$ cat src/rtl/uart_pkg.sv
// Shared constants for the UART button receiver: FSM encodings, ASCII keys,
// button codes and the key-to-button decode used by the game front end.
package uart_pkg;

    localparam logic [2:0] ST_IDLE      = 3'd0;
    localparam logic [2:0] ST_START     = 3'd1;
    localparam logic [2:0] ST_DATA      = 3'd2;
    localparam logic [2:0] ST_STOP      = 3'd3;
    localparam logic [2:0] ST_WAIT_HIGH = 3'd4;

    localparam logic [7:0] KEY_D_LO = 8'h64;
    localparam logic [7:0] KEY_D_UP = 8'h44;
    localparam logic [7:0] KEY_A_LO = 8'h61;
    localparam logic [7:0] KEY_A_UP = 8'h41;
    localparam logic [7:0] KEY_W_LO = 8'h77;
    localparam logic [7:0] KEY_W_UP = 8'h57;
    localparam logic [7:0] KEY_S_LO = 8'h73;
    localparam logic [7:0] KEY_S_UP = 8'h53;

    localparam logic [3:0] BTN_NONE       = 4'b0000;
    localparam logic [3:0] BTN_RIGHT      = 4'b0001;
    localparam logic [3:0] BTN_LEFT       = 4'b1000;
    localparam logic [3:0] BTN_CYCLE_FWD  = 4'b0100;
    localparam logic [3:0] BTN_CYCLE_BACK = 4'b0010;

    function automatic logic [3:0] key_decode(input logic [7:0] key);
        logic [3:0] btn;
        case (key)
            KEY_D_LO, KEY_D_UP: btn = BTN_RIGHT;
            KEY_A_LO, KEY_A_UP: btn = BTN_LEFT;
            KEY_W_LO, KEY_W_UP: btn = BTN_CYCLE_FWD;
            KEY_S_LO, KEY_S_UP: btn = BTN_CYCLE_BACK;
            default:            btn = BTN_NONE;
        endcase
        return btn;
    endfunction

endpackage

$ cat src/rtl/uart_rx_core.sv
// 8N1 UART receiver: two-flop synchronizer, mid-bit sampling FSM and LSB-first
// shift register. A low stop bit parks the FSM until the line returns high.
module uart_rx_core
    import uart_pkg::*;
#(
    parameter int CLK_HZ = 100_000_000,
    parameter int BAUD   = 115200
) (
    input  logic       clk,
    input  logic       rst,
    input  logic       rx_i,
    output logic [7:0] rx_byte,
    output logic       rx_valid,
    output logic       frame_err,
    output logic       frame_done,
    output logic [7:0] frame_data
);

    localparam int CLKS_PER_BIT = CLK_HZ / BAUD;
    localparam int CW = $clog2(CLKS_PER_BIT);
    localparam logic [CW-1:0] BIT_LAST  = CW'(CLKS_PER_BIT - 1);
    localparam logic [CW-1:0] HALF_LAST = CW'(CLKS_PER_BIT / 2 - 1);

    logic          rx_meta_q, rx_meta_d, rx_sync_q, rx_sync_d;
    logic [2:0]    state_q, state_d;
    logic [CW-1:0] cnt_q, cnt_d;
    logic [2:0]    bit_q, bit_d;
    logic [7:0]    shift_q, shift_d;
    logic [7:0]    byte_q, byte_d;
    logic          valid_q, valid_d;
    logic          ferr_q, ferr_d;

    always_comb begin
        // NOTE: every signal gets a default before the case so no path leaves one unassigned, which would infer a latch.
        rx_meta_d  = rx_i;
        rx_sync_d  = rx_meta_q;
        state_d    = state_q;
        cnt_d      = cnt_q + 1'b1;
        bit_d      = bit_q;
        shift_d    = shift_q;
        byte_d     = byte_q;
        valid_d    = 1'b0;
        ferr_d     = 1'b0;
        frame_done = 1'b0;
        case (state_q)
            ST_IDLE: begin
                cnt_d = '0;
                if (!rx_sync_q) begin
                    state_d = ST_START;
                    bit_d   = 3'd0;
                end
            end
            ST_START: begin
                if (cnt_q == HALF_LAST) begin
                    cnt_d   = '0;
                    state_d = rx_sync_q ? ST_IDLE : ST_DATA;
                end
            end
            ST_DATA: begin
                if (cnt_q == BIT_LAST) begin
                    cnt_d   = '0;
                    shift_d = {rx_sync_q, shift_q[7:1]};
                    bit_d   = bit_q + 3'd1;
                    if (bit_q == 3'd7) state_d = ST_STOP;
                end
            end
            ST_STOP: begin
                if (cnt_q == BIT_LAST) begin
                    cnt_d = '0;
                    if (rx_sync_q) begin
                        frame_done = 1'b1;
                        valid_d    = 1'b1;
                        byte_d     = shift_q;
                        state_d    = ST_IDLE;
                    end else begin
                        ferr_d  = 1'b1;
                        state_d = ST_WAIT_HIGH;
                    end
                end
            end
            ST_WAIT_HIGH: begin
                cnt_d = '0;
                if (rx_sync_q) state_d = ST_IDLE;
            end
            default: begin
                cnt_d   = '0;
                state_d = ST_IDLE;
            end
        endcase
    end

    // NOTE: state updates use non-blocking assignments so every flop samples pre-edge values regardless of statement order.
    always_ff @(posedge clk or posedge rst) begin
        if (rst) begin
            rx_meta_q <= 1'b1;
            rx_sync_q <= 1'b1;
            state_q   <= ST_IDLE;
            cnt_q     <= '0;
            bit_q     <= 3'd0;
            shift_q   <= 8'h00;
            byte_q    <= 8'h00;
            valid_q   <= 1'b0;
            ferr_q    <= 1'b0;
        end else begin
            rx_meta_q <= rx_meta_d;
            rx_sync_q <= rx_sync_d;
            state_q   <= state_d;
            cnt_q     <= cnt_d;
            bit_q     <= bit_d;
            shift_q   <= shift_d;
            byte_q    <= byte_d;
            valid_q   <= valid_d;
            ferr_q    <= ferr_d;
        end
    end

    assign rx_byte    = byte_q;
    assign rx_valid   = valid_q;
    assign frame_err  = ferr_q;
    assign frame_data = shift_q;

endmodule

$ cat src/rtl/uart_button_rx.sv
// UART-to-button front end: receives bytes and turns movement keys into
// single-cycle one-hot button codes aligned with rx_valid.
module uart_button_rx
    import uart_pkg::*;
#(
    parameter int CLK_HZ = 100_000_000,
    parameter int BAUD   = 115200
) (
    input  logic       clk,
    input  logic       rst,
    input  logic       rx_i,
    output logic [3:0] button,
    output logic [7:0] rx_byte,
    output logic       rx_valid,
    output logic       frame_err
);

    logic       frame_done;
    logic [7:0] frame_data;
    logic [3:0] button_q, button_d;

    uart_rx_core #(
        .CLK_HZ (CLK_HZ),
        .BAUD   (BAUD)
    ) u_core (
        .clk        (clk),
        .rst        (rst),
        .rx_i       (rx_i),
        .rx_byte    (rx_byte),
        .rx_valid   (rx_valid),
        .frame_err  (frame_err),
        .frame_done (frame_done),
        .frame_data (frame_data)
    );

    // Decode from the pre-register strobe so button lands in the rx_valid cycle.
    always_comb begin
        button_d = frame_done ? key_decode(frame_data) : BTN_NONE;
    end

    always_ff @(posedge clk or posedge rst) begin
        if (rst) button_q <= BTN_NONE;
        else     button_q <= button_d;
    end

    assign button = button_q;

endmodule

$ cat config.mk
export PLATFORM = sky130hd
export DESIGN_NAME = uart_button_rx
export DESIGN_NICKNAME = d
export VERILOG_FILES = /design/src/rtl/uart_pkg.sv /design/src/rtl/uart_rx_core.sv /design/src/rtl/uart_button_rx.sv
export SDC_FILE = /design/constraint.sdc
export NUM_CORES = 1
export LEC_CHECK = 0
export CAP_MARGIN = 5
export CORE_AREA = 4 4 66 62
export DETAILED_ROUTE_END_ITERATION = 6
export DIE_AREA = 0 0 70 66
export PLACE_DENSITY = 0.86
export SYNTH_ARGS = -nofsm -noshare
export SYNTH_HDL_FRONTEND = slang
export SYNTH_HIERARCHICAL = 1
export SYNTH_SLANG_ARGS = --single-unit
$ cat constraint.sdc
create_clock -name clk -period 2.1 [get_ports clk]
set_input_delay 0.63 -clock clk [delete_from_list [all_inputs] [get_ports clk]]
set_output_delay 0.63 -clock clk [all_outputs]
set_load 0.03 [all_outputs]
==> impl_metrics.yaml <==
# yosys + openroad results
synth:
  compound_area_frac: 0.0891
  post_synth.cell_area_avg_um2: 12.3
  synth.cellmix.xorXnorShare: 0.0141
  ys_seq_elements: 40
  synthDistinctLibCells: 47
  ys_seq_frac: 0.537
  top_logic_kind: "simple AND/OR/NAND/NOR gates"
  synthAdderAreaFrac: 0.0268
  post_synth_mux_area_share: 0.113
  enable_flop_cells: 0
  synthMostInstantiatedCell: "sky130_fd_sc_hd__dfrtp_1"
  synthDominantCellAreaShare: 0.509
  synth.cell_area_um2: 1870
  ys_sh_simple: 0.171
power_and_ir_drop:
  pwr.group.sequential_uw: 775
  finalPower_mw: 1.41
  sequentialPowerShare: 0.550
  comb_power_uw: 20.9
  share_comb_of_total_power: 0.015
  power_per_cell_area_nw_per_um2: 652
run:
  stage_log_warnings: 27
placed_design:
  port_buffers: 16
  place.detailed.hpwl_mm: 2.29
  placement.setup.worst_slack_ns: 0.249
  dp.cells: 207
  place_area_um2: 2050
sta:
  timing.fmax_mhz: 512
  report.final.slew_viol_count: 0
  period_used_share: 0.931
  slew_headroom: 0.667
  timing.final.crit_period_ns: 1.95
  grt_setup_unrepaired: "no"
  hold_viol: 0
  setup-violations-final: 0
final_layout:
  layoutNonFillerInstCount: 215
  antenna_cells: 0
  regArea_um2: 1000
  final_common_cell: "sky130_fd_sc_hd__dfrtp_1"
  drive_gt1_frac: 0.187
  final-comb-area_um2: 772
critical_path:
  critical_path.n_buffers_inverters: 1
  critical_path.max_stage_delay_ns: 0.68
  r2r-start: "u_core/cnt_q[0]"
  worst-endpoint-required_ns: 1.47
  register_to_register_path_setup_slack_ns: 0.25
  cpMaxStageDelayCell: "sky130_fd_sc_hd__clkdlybuf4s50_1"
route:
  met1Wirelength_mm: 1.37
  drcViolationCount: 0
  antenna_violating_nets_post_route: 0
hold_path:
  holdCritPathClass: "reg -> reg"
  hold_path_end: "u_core/rx_sync_q"
clock_tree:
  cts_inserted_buffers: 5
  post_cts.resized_instances: 0
  htreeDepth: 2
  cts_root_buffer: "sky130_fd_sc_hd__clkbuf_8"
global_routing:
  antenna_violations_before_repair: 0
  grt_max_degree: 37
  total_congestion_overflow_after_global_routing: 0
  first_global_vias: 1233
run_status:
  run_status: "finished clean"
floorplan:
  placeableCoreArea_um2: 3350
  floorplanUtilization: 0.557
==> area by class of cell <==
| cell class | instances | share of cell area |
|---|---|---|
| clock buffers | 5 | 0.0318 |
| flip-flops and latches | 40 | 0.464 |
| repair buffers | 19 | 0.0845 |
| inverters | 10 | 0.0174 |
| multi-input cells | 94 | 0.357 |
| well taps | 44 | 0.0255 |
| clock inverters | 3 | 0.0197 |
==> flip-flops by register name, summed over array words and instances (netlist names) <==
name	flops
u_core/rx_meta_q	1
u_core/cnt_q	10
u_core/bit_q	3
u_core/rx_byte	8
u_core/frame_err	1
button	4
u_core/rx_valid	1
u_core/state_q	3
u_core/frame_data	8
u_core/rx_sync_q	1
**Routing congestion map**

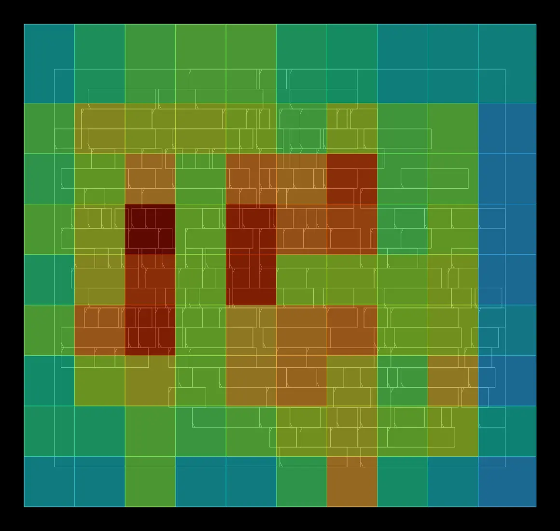
routing layer with the top usage in global route: met2
end-of-flow core utilization: 0.645
global routing usage on met2: 0.268
met3 routing resource usage after global routing: 0.0578

**Wiring by layer**

Two of the layers only.
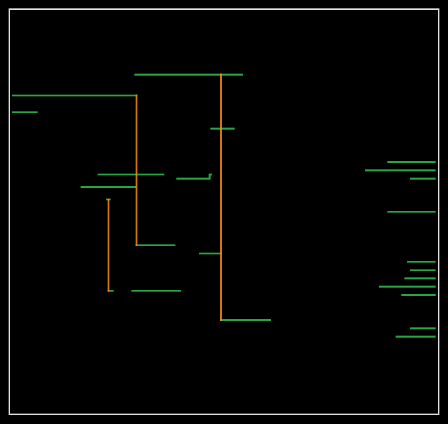
[metal 4] orange | wire length: 79.6 um
[metal 3] green | wire length: 165 um
final routed wirelength across all metal layers: 3.26 mm
average wire per cell in the routed design: 15.2 um
global-route total usage across every layer: 0.165
detailed-route via count: 1229

**Clock distribution**

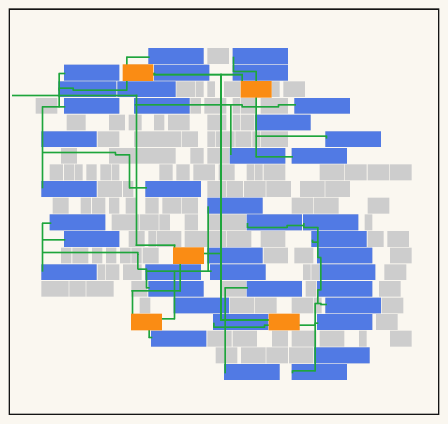
[flip-flops] blue | count: 40
[clock wires] green | length: 447 um
[clock drivers] orange | count: 5
flops lie: all over the die
routed clock nets: 6
part of the total power dissipated in the clock network: 0.436
Worst Clk Skew: 0.00428 ns
Clk Latency, worst-skew pair: 0.29 ns

**Placed cells, one color a class**

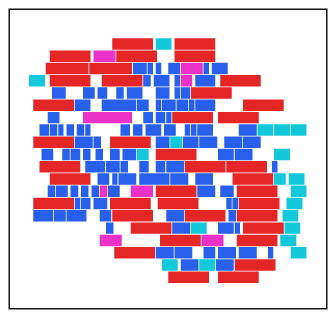
[combinational and other logic] blue | cells: 104 | share of their area: 38%
[flops] red | cells: 40 | share of their area: 48%
[clock drivers and dummy loads] magenta | cells: 8 | share of their area: 5.3%
[other buffers and delay cells] cyan | cells: 19 | share of their area: 8.7%
flop share of the area: 0.464
number of rows in the core area: 20
fin area: 2160 um^2

No activity file was given, so power comes from the tool's default toggle rates.
